File: config.mk
export PLATFORM = sky130hd
export DESIGN_NAME = mips_mc_controller
export DESIGN_NICKNAME = d
export VERILOG_FILES = /design/src/rtl/mips_mc_controller_pkg.sv /design/src/rtl/mips_mc_controller_alu_decoder.sv /design/src/rtl/mips_mc_controller.sv
export SDC_FILE = /design/constraint.sdc
export NUM_CORES = 1
export LEC_CHECK = 0
export CAP_MARGIN = 40
export CORE_MARGIN = 8
export CORE_UTILIZATION = 43
export DETAILED_ROUTE_END_ITERATION = 6
export PLACE_DENSITY_LB_ADDON = 0.1
export SYNTH_ARGS = -nofsm -noshare
export SYNTH_HDL_FRONTEND = slang
export SYNTH_SLANG_ARGS = --single-unit
File: constraint.sdc
create_clock -name clk -period 2.5 [get_ports clk]
set_clock_uncertainty 0.15 [all_clocks]
set_input_delay 0.5 -clock clk [delete_from_list [all_inputs] [get_ports clk]]
set_output_delay 0.5 -clock clk [all_outputs]
set_load 0.02 [all_outputs]
File: src/rtl/mips_mc_controller_pkg.sv
// Shared types and constants for the multi-cycle MIPS control unit:
// opcode and funct encodings, FSM state encoding, ALU op/select codes,
// and the packed datapath control word.
package mips_mc_controller_pkg;

  typedef logic [5:0] opcode_t;
  typedef logic [5:0] function_t;

  // Main opcodes understood by the controller
  localparam opcode_t OP_RTYPE = 6'h00;
  localparam opcode_t OP_J     = 6'h02;
  localparam opcode_t OP_BEQ   = 6'h04;
  localparam opcode_t OP_ADDI  = 6'h08;
  localparam opcode_t OP_LW    = 6'h23;
  localparam opcode_t OP_SW    = 6'h2B;

  // R-type funct codes understood by the ALU decoder
  localparam function_t FN_ADD = 6'h20;
  localparam function_t FN_SUB = 6'h22;
  localparam function_t FN_AND = 6'h24;
  localparam function_t FN_OR  = 6'h25;
  localparam function_t FN_SLT = 6'h2A;

  // FSM states; FETCH is zero so a cleared register means "start of instruction"
  typedef enum logic [3:0] {
    S_FETCH  = 4'd0,
    S_DECODE = 4'd1,
    S_MEMADR = 4'd2,
    S_MEMRD  = 4'd3,
    S_MEMWB  = 4'd4,
    S_MEMWR  = 4'd5,
    S_EXEC   = 4'd6,
    S_ALUWB  = 4'd7,
    S_BRANCH = 4'd8,
    S_ADDIEX = 4'd9,
    S_ADDIWB = 4'd10,
    S_JUMP   = 4'd11
  } mc_state_t;

  // What the FSM asks of the ALU; FUNCT defers to the instruction's funct field
  typedef enum logic [1:0] {
    ALU_OP_ADD   = 2'd0,
    ALU_OP_SUB   = 2'd1,
    ALU_OP_FUNCT = 2'd2
  } alu_op_t;

  // Operation select seen by the ALU datapath
  typedef enum logic [2:0] {
    ALU_AND = 3'b000,
    ALU_OR  = 3'b001,
    ALU_ADD = 3'b010,
    ALU_SUB = 3'b110,
    ALU_SLT = 3'b111
  } alu_sel_t;

  // Datapath control word; alu_src_b: 00 reg B, 01 const 4, 10 imm, 11 imm<<2
  // pc_src: 00 ALU result, 01 ALU out register (branch target), 10 jump target
  typedef struct packed {
    logic       pc_en;
    logic       iord;
    logic       mem_write;
    logic       ir_write;
    logic       reg_dst;
    logic       mem_to_reg;
    logic       reg_write;
    logic       alu_src_a;
    logic [1:0] alu_src_b;
    logic [1:0] pc_src;
  } mc_control_t;

  // True for every opcode that has a defined execution path
  function automatic logic is_legal_opcode(input opcode_t op);
    return (op == OP_RTYPE) || (op == OP_J) || (op == OP_BEQ) ||
           (op == OP_ADDI) || (op == OP_LW) || (op == OP_SW);
  endfunction

endpackage

File: src/rtl/mips_mc_controller_alu_decoder.sv
// Translates the FSM's coarse ALU request plus the R-type funct field
// into the concrete ALU operation select.
module mips_mc_controller_alu_decoder
  import mips_mc_controller_pkg::*;
(
  input  alu_op_t   alu_op,
  input  function_t funct,
  output alu_sel_t  alu_sel
);

  // Fixed ops pass straight through; FUNCT decodes R-type arithmetic,
  // unknown funct codes fall back to ADD so the ALU output stays defined.
  always_comb begin
    alu_sel = ALU_ADD;
    case (alu_op)
      ALU_OP_ADD: alu_sel = ALU_ADD;
      ALU_OP_SUB: alu_sel = ALU_SUB;
      ALU_OP_FUNCT: begin
        case (funct)
          FN_ADD:  alu_sel = ALU_ADD;
          FN_SUB:  alu_sel = ALU_SUB;
          FN_AND:  alu_sel = ALU_AND;
          FN_OR:   alu_sel = ALU_OR;
          FN_SLT:  alu_sel = ALU_SLT;
          default: alu_sel = ALU_ADD;
        endcase
      end
      default: alu_sel = ALU_ADD;
    endcase
  end

endmodule

File: src/rtl/mips_mc_controller.sv
// Multi-cycle MIPS control FSM. Sequences FETCH/DECODE and the per-class
// execute states, drives the datapath control word, and guards every
// memory wait with a timeout that aborts back to FETCH.
//
// Memory handshake: mem_req is held high for the whole access; the access
// completes in the cycle where mem_req and mem_ready are both high. Inputs
// may change freely while mem_req is high; nothing is latched until then.
module mips_mc_controller
  import mips_mc_controller_pkg::*;
#(
  parameter int unsigned FETCH_TIMEOUT = 255
) (
  input  logic        clk,
  input  logic        rst,
  input  opcode_t     opcode,
  input  function_t   funct,
  input  logic        zero,
  input  logic        mem_ready,
  output logic        mem_req,
  output mc_control_t ctrl,
  output alu_sel_t    alu_sel,
  output mc_state_t   state,
  output logic        instr_done,
  output logic        illegal_op,
  output logic        mem_fault
);

  localparam logic [7:0] TIMEOUT_CNT = 8'(FETCH_TIMEOUT);

  mc_state_t  state_next;
  logic [7:0] wait_cnt;
  logic [7:0] wait_cnt_next;
  logic       waiting;
  logic       timeout;
  logic       entering_wait;
  alu_op_t    alu_op;
  alu_sel_t   dec_sel;

  // Memory-wait bookkeeping: which states stall on mem_ready and when they give up
  always_comb begin
    waiting = (state == S_FETCH) || (state == S_MEMRD) || (state == S_MEMWR);
    timeout = waiting && (wait_cnt == TIMEOUT_CNT);
    entering_wait = (state_next != state) &&
                    ((state_next == S_FETCH) || (state_next == S_MEMRD) ||
                     (state_next == S_MEMWR));
  end

  // State register; reset always lands in FETCH
  always_ff @(posedge clk) begin
    if (rst) begin
      state <= S_FETCH;
    end else begin
      state <= state_next;
    end
  end

  // Wait counter next value: cleared on entry to a waiting state or after a
  // timeout (FETCH re-entered from itself), otherwise counts stalled cycles
  always_comb begin
    wait_cnt_next = wait_cnt;
    if (timeout || entering_wait) begin
      wait_cnt_next = 8'd0;
    end else if (waiting && !mem_ready) begin
      wait_cnt_next = wait_cnt + 8'd1;
    end
  end

  // Wait counter register
  always_ff @(posedge clk) begin
    if (rst) begin
      wait_cnt <= 8'd0;
    end else begin
      wait_cnt <= wait_cnt_next;
    end
  end

  // Next-state decode
  always_comb begin
    state_next = state;
    case (state)
      S_FETCH: begin
        if (timeout)        state_next = S_FETCH;
        else if (mem_ready) state_next = S_DECODE;
      end
      S_DECODE: begin
        case (opcode)
          OP_LW, OP_SW: state_next = S_MEMADR;
          OP_RTYPE:     state_next = S_EXEC;
          OP_BEQ:       state_next = S_BRANCH;
          OP_ADDI:      state_next = S_ADDIEX;
          OP_J:         state_next = S_JUMP;
          default:      state_next = S_FETCH;
        endcase
      end
      S_MEMADR: state_next = (opcode == OP_SW) ? S_MEMWR : S_MEMRD;
      S_MEMRD: begin
        if (timeout)        state_next = S_FETCH;
        else if (mem_ready) state_next = S_MEMWB;
      end
      S_MEMWB: state_next = S_FETCH;
      S_MEMWR: begin
        if (timeout || mem_ready) state_next = S_FETCH;
      end
      S_EXEC:   state_next = S_ALUWB;
      S_ALUWB:  state_next = S_FETCH;
      S_BRANCH: state_next = S_FETCH;
      S_ADDIEX: state_next = S_ADDIWB;
      S_ADDIWB: state_next = S_FETCH;
      S_JUMP:   state_next = S_FETCH;
      default:  state_next = S_FETCH;
    endcase
  end

  // Output decode: Moore per state, except FETCH/MEMWR completion gated by
  // mem_ready and BRANCH pc_en gated by zero. Reset and timeout force every
  // enable low so an aborted instruction leaves no architectural side effect.
  always_comb begin
    ctrl       = '0;
    mem_req    = 1'b0;
    instr_done = 1'b0;
    illegal_op = 1'b0;
    mem_fault  = 1'b0;
    alu_op     = ALU_OP_ADD;
    if (!rst) begin
      case (state)
        S_FETCH: begin
          if (timeout) begin
            mem_fault = 1'b1;
          end else begin
            mem_req        = 1'b1;
            ctrl.alu_src_b = 2'b01;
            ctrl.ir_write  = mem_ready;
            ctrl.pc_en     = mem_ready;
          end
        end
        S_DECODE: begin
          ctrl.alu_src_b = 2'b11;
          illegal_op     = !is_legal_opcode(opcode);
        end
        S_MEMADR: begin
          ctrl.alu_src_a = 1'b1;
          ctrl.alu_src_b = 2'b10;
        end
        S_MEMRD: begin
          if (timeout) begin
            mem_fault = 1'b1;
          end else begin
            mem_req   = 1'b1;
            ctrl.iord = 1'b1;
          end
        end
        S_MEMWB: begin
          ctrl.reg_write  = 1'b1;
          ctrl.mem_to_reg = 1'b1;
          instr_done      = 1'b1;
        end
        S_MEMWR: begin
          if (timeout) begin
            mem_fault = 1'b1;
          end else begin
            mem_req        = 1'b1;
            ctrl.iord      = 1'b1;
            ctrl.mem_write = 1'b1;
            instr_done     = mem_ready;
          end
        end
        S_EXEC: begin
          ctrl.alu_src_a = 1'b1;
          alu_op         = ALU_OP_FUNCT;
        end
        S_ALUWB: begin
          ctrl.reg_write = 1'b1;
          ctrl.reg_dst   = 1'b1;
          instr_done     = 1'b1;
        end
        S_BRANCH: begin
          ctrl.alu_src_a = 1'b1;
          ctrl.pc_src    = 2'b01;
          ctrl.pc_en     = zero;
          alu_op         = ALU_OP_SUB;
          instr_done     = 1'b1;
        end
        S_ADDIEX: begin
          ctrl.alu_src_a = 1'b1;
          ctrl.alu_src_b = 2'b10;
        end
        S_ADDIWB: begin
          ctrl.reg_write = 1'b1;
          instr_done     = 1'b1;
        end
        S_JUMP: begin
          ctrl.pc_src = 2'b10;
          ctrl.pc_en  = 1'b1;
          instr_done  = 1'b1;
        end
        default: begin
          ctrl = '0;
        end
      endcase
    end
  end

  mips_mc_controller_alu_decoder u_alu_decoder (
    .alu_op  (alu_op),
    .funct   (funct),
    .alu_sel (dec_sel)
  );

  // ALU select is held at the all-zero code while in reset
  always_comb begin
    alu_sel = rst ? ALU_AND : dec_sel;
  end

endmodule
Fig. 1: run 1, placed cells, one colour a class
The bar under the picture is 20 um long.
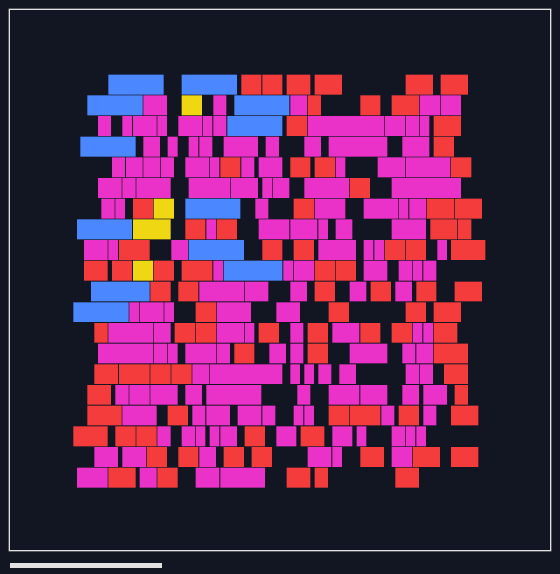
clock drivers and dummy loads -> yellow  # cells 4
all other logic -> magenta  # cells 148
flops -> blue  # cells 12
other buffers and delay cells -> red  # cells 88

Fig. 2: run 1, clock distribution
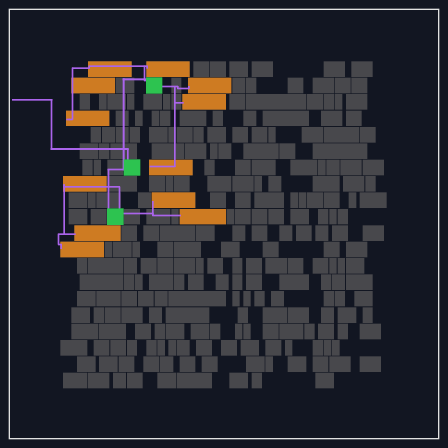
cells driving clock nets -> green  # count 3
clock wires -> purple  # length 155 um
flip-flops -> orange  # count 12
routed clock nets = 4
worst skew pair latency: 0.27 ns
Clock power frac: 26.8%

Fig. 3: run 1, metal layers overlaid
The bar under the picture is 20 um long. Only two layers are drawn.
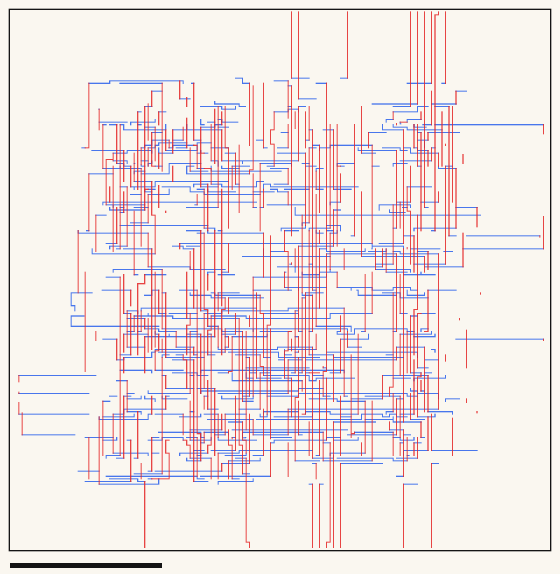
met1 -> blue  # wire length 1840 um
met2 -> red  # wire length 2190 um
via count: 1580
WL/cell: 15.1 um
GR Util All Layers: 17.3%

==> flow_summary_export.csv, run 1 <==
group,metric,value,unit
worst_hold_path,min_to,"wait_cnt[6]$_SDFFE_PP0P_",
yosys,ys.flops,12,
power,p_sw,174,uW
run_status,violations,"setup timing",
clock_tree,clockBufferDepth,2,
detailed_routing,ant_nets,0,
yosys,yosysSeqAreaShare,18.5,%
setup_path,required,1.85,ns
floorplanning,io_pins,39,
yosys,synth.distinct_cells,52,
floorplanning,chip_area,5040,sq um
power,power.density,262,nW/um^2
final_timing,timing.fmax,0.385,GHz
clock_tree,cts_tree,"built",
yosys,flop_cell,"dfxtp_1",
final_timing,worst_pin_slew,0.444,ns
floorplanning,fp.dieW,71.0,um
setup_path,critical_path_peak_fanout,3,
floorplanning,row_count,20,
placed_design,placed_area,2070,sq um
setup_path,reg2reg_to,"wait_cnt[1]$_SDFFE_PP0P_",
setup_path,path_class,"input port to output pin",
setup_path,rrSetupSlack,0.05,ns
final_layout,final_common_cell,"buf_4",
final_timing,finalSetupViolCount,3,
yosys,async_reset_ff_share,0,%
final_layout,layout-area-overhead-vs-synth,66.9,%
final_layout,fin_cells,285,
final_layout,fillers,252,
final_layout,final-comb-area,1100,sq um
yosys,ys_cells,168,
setup_path,r2r_start,"state[2]$_SDFF_PP0_",
yosys,ys_sh_xor,8.75,%
job,maxCapViolCount,0,
power,p_sw_share,30.5,%
global_routing,antenna_found_initial,0,
final_timing,fin_ws,-0.0956,ns
yosys,syn_area,1300,sq um
setup_path,worst_setup_path_start_kind,"input port",
power,maxPowerGroup,"combinational cells",
job,warnings,30,
yosys,syn-num-nets,187,
worst_hold_path,worstHoldStart,"wait_cnt[6]$_SDFFE_PP0P_",
final_timing,period_used_share,104,%
global_routing,grt_overflow,0,
detailed_routing,dr.pass1.iters,4,
yosys,synth_simple_gate_area_share,38.1,%
yosys,ys_sh_adder,2.88,%
final_layout,n_antenna_cell,0,
final_layout,design_area,2170,sq um
run_status,outcome,"complete, but fails checks",
placed_design,dp.cells,277,
placed_design,gp_congestion,0.842,
clock_tree,clk_pin_slew,0.07,ns
final_timing,grt_setup_unrepaired,"true",
power,powerComb,217,uW
power,p_leak,0.988,nW
yosys,edf_count,0,
yosys,ys_chip_area,1300,sq um
run 1: per-layer routing:
layer	vias to the layer above	part of all wire [%]	GRT usage (%)
met5	-	0	0
met4	0	1.3	4.62
met3	7	4.9	3.11
met2	37	51	32.4
met1	755	43	19.4
li1	781	-	-
run 1: flip-flops by register name, indices dropped and copies added, names as in the netlist:
name and flops:
wait_cnt 8, state 4
run 1: worst max-delay path, delay by kind of cell:
kind	cells	cell delay [ns]
fa+ha+maj	1	0.20
buf+inv	3	0.35
simple gates	3	0.89
run 1: cell usage after synthesis (all sizes together), types with 2 or more instances:
cell type  number  area [sq um]
a211oi          2          27.5
a21oi          11          55.1
a22oi           2          15.0
a41oi           2          17.5
and2            2          13.8
and3            4          25.0
buf             6          42.5
clkbuf          2          7.51
dfxtp          12           240
ha              3          37.5
inv             6          22.5
mux2i           2          20.0
nand2          16          60.1
nand2b          5          46.3
nand3           8          40.0
nand4           4          31.3
nor2           18          75.1
nor2b           2          12.5
nor3           14          92.6
nor3b           2          15.0
nor4            6          37.5
o211ai          2          20.0
o21ai           5          25.0
o22ai           2          12.5
or3             2          12.5
xnor2           7          61.3
xor2            6          52.6
run 1: per-stage QoR:
| step | setup slack [ns] | setup TNS [ns] |
|---|---|---|
| after floorplan | -0.0686 | -0.116 |
| after global placement | -0.876 | -9.48 |
| after detailed placement | -0.898 | -10.54 |
| after CTS | -0.132 | -0.251 |
| after global routing | -0.147 | -0.845 |
| final | -0.0956 | -0.221 |
run 1: layout make-up:
type	instances	share of cell area, %
timing repair buffer	88	33.6
sequential	12	11.2
tap	33	1.90
clock buffer	4	1.67
multi-input combinational	142	50.5
inverter	6	1.15
Fig. 4: run 1, PDN straps and rails
The bar under the picture is 20 um long. Pins as bars on the die edge. Tap cells in grey.
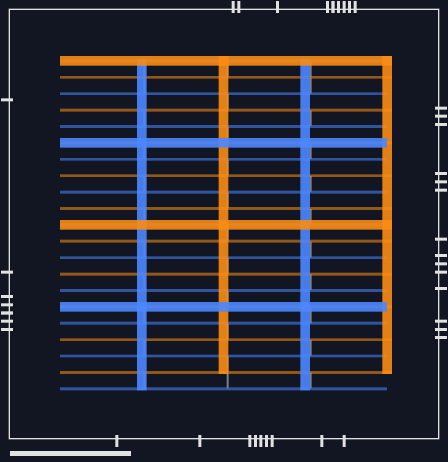

## Run 2: what changed since run 1
CORE_UTILIZATION = 57   (was 43)
DONT_BUFFER_PORTS = 1   (was not set)
SKIP_LAST_GASP = 1   (was not set)
Fig. 5: run 2, PDN straps and rails
The bar under the picture is 20 um long. Pins as bars on the die edge. Tap cells in grey.
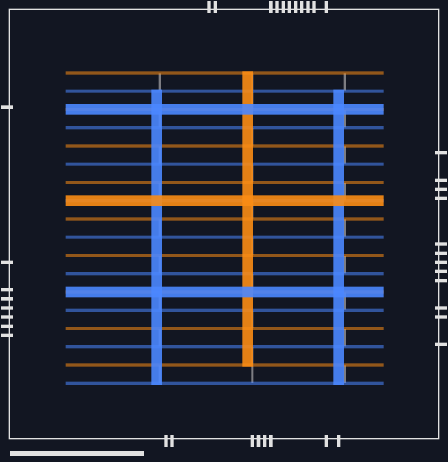
VSS -> blue
VDD -> orange
met1 rails = 18
signal pins = 39
Die X: 63.8 um
Peak VDD IR: 0.000336 V
die span in y: 63.8 um

==> flow_summary_export.csv, run 2 <==
group,metric,value,unit
floorplanning,chip_area,4070,sq um
final_timing,fin_ws,-0.121,ns
yosys,syn_area,1300,sq um
detailed_routing,wl_met1,1.66,mm
job,warnings,30,
yosys,ys_chip_area,1300,sq um
final_layout,largest_reg_flops,8,
final_layout,n_antenna_cell,0,
detailed_routing,wl_met2,2.15,mm
global_routing,grt_usage,20.3,%
detailed_routing,dr.pass1.iters,4,
global_routing,use_met2,33.9,%
yosys,area_leaders,"dfxtp_1, xnor2_1, nor3_1",
floorplanning,io_pins,39,
job,maxCapViolCount,0,
clock_tree,clockBufferDepth,2,
detailed_routing,wl_per_cell,19.3,um
yosys,async_reset_ff_share,0,%
global_routing,grt_use_met3,5.75,%
placed_design,gp_congestion,0.913,
final_layout,regMostFlops,"wait_cnt",
final_timing,finalSetupViolCount,4,
yosys,synth.distinct_cells,52,
power,power.density,277,nW/um^2
yosys,synth_top_area_share,18.5,%
clock_tree,cts_tree,"built",
final_layout,design_area,1730,sq um
yosys,flop_cell,"dfxtp_1",
run_status,violations,"setup timing",
detailed_routing,dr.max_layer_used,"met4",
placed_design,placed_area,1550,sq um
run_status,outcome,"complete, but fails checks",
yosys,ys_cells,168,
final_timing,grt_setup_unrepaired,"true",
placed_design,dp.cells,216,
setup_path,critical_path_peak_fanout,3,
final_layout,reg.largest.list,"wait_cnt x8, state x4",
final_layout,layout-area-overhead-vs-synth,33.1,%
detailed_routing,ant_nets,0,
yosys,most_common_cell,"nand2_1",
final_timing,timing.fmax,0.381,GHz
final_timing,period_used_share,105,%
power,p_leak,0.689,nW
detailed_routing,via_count,1481,
final_layout,fillers,146,
Fig. 6: run 2, clock distribution
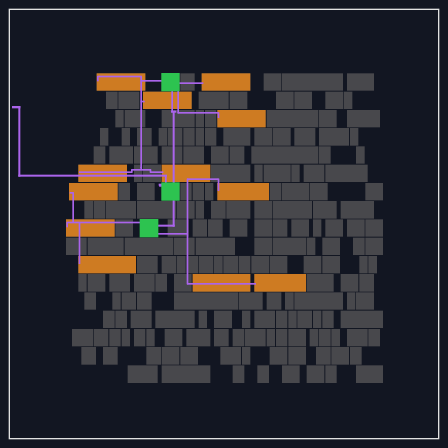
flip-flops -> orange  # count 12
clock wires -> purple  # length 185 um
cells driving clock nets -> green  # count 3
routed clock nets = 4

run 2: cells by family (layout without fill, tap and decap cells):
family | Yosys count | count (layout) | share of synthesized area (%)
and+or+nand+nor | 87 | 87 | 38.1
adders and majority gates | 3 | 3 | 2.88
xor gates and xnor gates | 13 | 13 | 8.75
muxes | 3 | 3 | 2.40
AOI/OAI and AO/OA | 36 | 36 | 23.8
buffers and inverters | 14 | 45 | 5.58
DFF | 12 | 12 | 18.5
run 2: cell type report:
cell class	instances	share of cell area, %
Clock buffer	3	1.30
Inverter	6	1.30
Multi-Input combinational cell	142	65.5
Sequential cell	12	14.5
Tap cell	28	2.02
Timing Repair Buffer	36	15.5
run 2: where the power goes:
| group | total, mW | internal, mW | leakage (nW) | switching, mW |
|---|---|---|---|---|
| logic | 0.156 | 0.0695 | 0.576 | 0.0868 |
| registers | 0.200 | 0.194 | 0.0995 | 0.00629 |
| clock network | 0.122 | 0.0558 | 0.0138 | 0.0666 |
| total | 0.479 | 0.319 | 0.689 | 0.160 |
run 2: final timing paths:
check,start,to,slack [ns],depth (start not counted)
min,rst,state[2]$_SDFF_PP0_,0.12,1
min reg2reg,wait_cnt[6]$_SDFFE_PP0P_,wait_cnt[6]$_SDFFE_PP0P_,0.43,3
max,state[2]$_SDFF_PP0_,alu_sel[2],-0.12,7
max reg2reg,state[2]$_SDFF_PP0_,wait_cnt[1]$_SDFFE_PP0P_,0.02,10
run 2: repair_timing:
| item | 4_1_cts | 5_1_grt |
|---|---|---|
| endpoints found under the setup margin | 5 | 15 |
| gates resized | 12 | 12 |
| setup buffers | 5 | 3 |
| pin swaps | 3 | 3 |
| hold endpoints to repair | 0 | 0 |
Fig. 7: run 2, cell placement
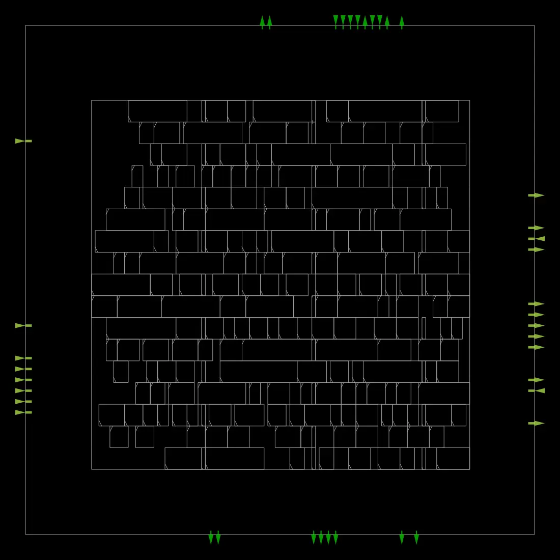

## Run 3: what changed since run 2
CORE_MARGIN = 4   (was 8)
Fig. 8: run 3, cell placement
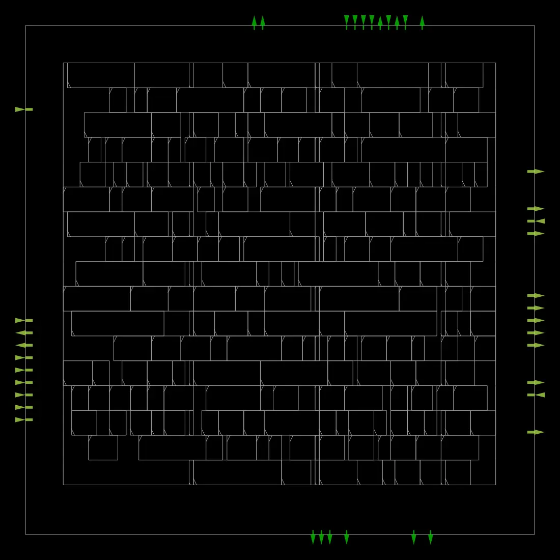
post-layout util: 83.4%
Filler cells: 126

==> flow_summary_export.csv, run 3 <==
group,metric,value,unit
final_layout,design_area,1830,sq um
final_layout,largest_reg_flops,8,
clock_tree,clockBufferDepth,2,
detailed_routing,ant_nets,0,
final_layout,regMostFlops,"wait_cnt",
final_layout,reg.largest.list,"wait_cnt x8, state x4",
final_timing,grt_setup_unrepaired,"true",
power,p_leak,0.740,nW
yosys,synth.distinct_cells,52,
run_status,violations,"setup timing",
power,power.density,281,nW/um^2
job,warnings,30,
yosys,yosysSeqAreaShare,18.5,%
yosys,synth_top_area_share,18.5,%
floorplanning,fp.dieH,55.8,um
setup_path,critPathLaunch,"state[2]$_SDFF_PP0_",
final_layout,layout-area-overhead-vs-synth,40.5,%
detailed_routing,wl_met2,2.00,mm
detailed_routing,via_count,1446,
power,ir_drop,0.000322,V
final_timing,finalSetupViolCount,4,
final_layout,final_common_cell,"buf_4",
global_routing,grt_usage,25.0,%
yosys,syn_area,1300,sq um
final_timing,fin_ws,-0.141,ns
final_timing,timing.fmax,0.379,GHz
floorplanning,fp.dieW,55.8,um
setup_path,critical_path_peak_fanout,4,
placed_design,gp_congestion,1.01,
floorplanning,chip_area,3110,sq um
final_layout,n_antenna_cell,0,
detailed_routing,wl_per_cell,17.6,um
detailed_routing,dr.max_layer_used,"met4",
yosys,async_reset_ff_share,0,%
yosys,ys_cells,168,
final_timing,period_used_share,106,%
detailed_routing,dr.pass1.iters,4,
final_timing,relSlewSlack,70.4,%
placed_design,placed_area,1560,sq um
setup_path,rrSetupSlack,0.01,ns
clock_tree,cts_tree,"built",
floorplanning,io_pins,39,
yosys,area_leaders,"dfxtp_1, xnor2_1, nor3_1",
run_status,outcome,"complete, but fails checks",
yosys,flop_cell,"dfxtp_1",
job,maxCapViolCount,0,
detailed_routing,wl_met1,1.70,mm
worst_hold_path,worstHoldStart,"rst",
Fig. 9: run 3, clock distribution
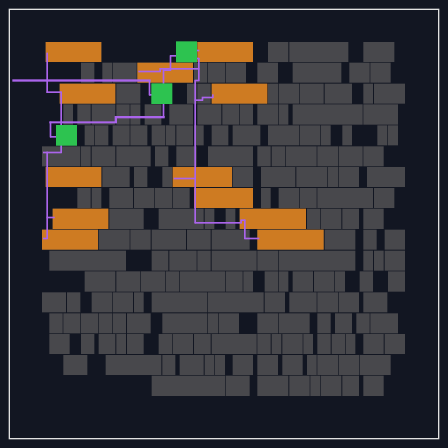
flip-flops -> orange  # count 12
cells driving clock nets -> green  # count 3
clock wires -> purple  # length 128 um
routed clock nets = 4
Clock power frac: 29.1%
P_clk: 150 uW

run 3: timing repair:
action | in CTS | in global routing
resized | 10 | 17
endpoints found under the setup margin | 4 | 14
hold endpoints to repair | 0 | 0
pin swaps | 1 | 8
buffers inserted | 7 | 6
run 3: stage by stage:
step	std cells	worst slack, ns	utilization [%]
floorplan	168	-0.0686	-
CTS	229	-0.0992	76.9
global placement	218	0.0568	71.3
global route	234	-0.207	83.4
finish	234	-0.141	83.4
detailed placement	218	0.00573	71.3
run 3: routing by layer:
layer / vias up / GRT usage (%)
met5: - / 0
met4: 0 / 5.21
met3: 10 / 8.12
met2: 68 / 40.7
met1: 672 / 32.2
li1: 696 / -
run 3: worst max-delay path: cells and delay by family (launching register included):
kind                     cells  cell delay (ns)
AND/OR/NAND/NOR              4             0.89
flip-flops                   1             0.39
buffers and inverters        3             0.29
adder cells (fa/ha/maj)      1             0.15
run 3: layout make-up:
type / count / area share, %
clock buffer: 4 / 1.98
timing repair buffer: 42 / 19.0
multi-input combinational: 142 / 62.2
sequential: 12 / 13.7
inverter: 6 / 1.23
tap: 28 / 1.92
run 3: worst paths after layout:
| path | end | cells after the start |
|---|---|---|
| min | state[0]$_SDFF_PP0_ | 1 |
| min reg2reg | wait_cnt[6]$_SDFFE_PP0P_ | 3 |
| max | alu_sel[0] | 8 |
| max reg2reg | wait_cnt[1]$_SDFFE_PP0P_ | 11 |
run 3: kinds of logic after synthesis:
logic type,count (synthesis),share of synthesized area [%]
and+or+nand+nor,87,38.1
AOI/OAI and AO/OA,36,23.8
buffers and inverters,14,5.58
xor gates and xnor gates,13,8.75
DFF,12,18.5
muxes,3,2.40
adders and majority gates,3,2.88
run 3: power by group:
part	switching (mW)	internal, mW
Sequential	0.00656	0.194
Clock	0.0610	0.0885
Combinational	0.0878	0.0762
Total	0.155	0.359
No activity file was given, so power comes from the tool's default toggle rates.
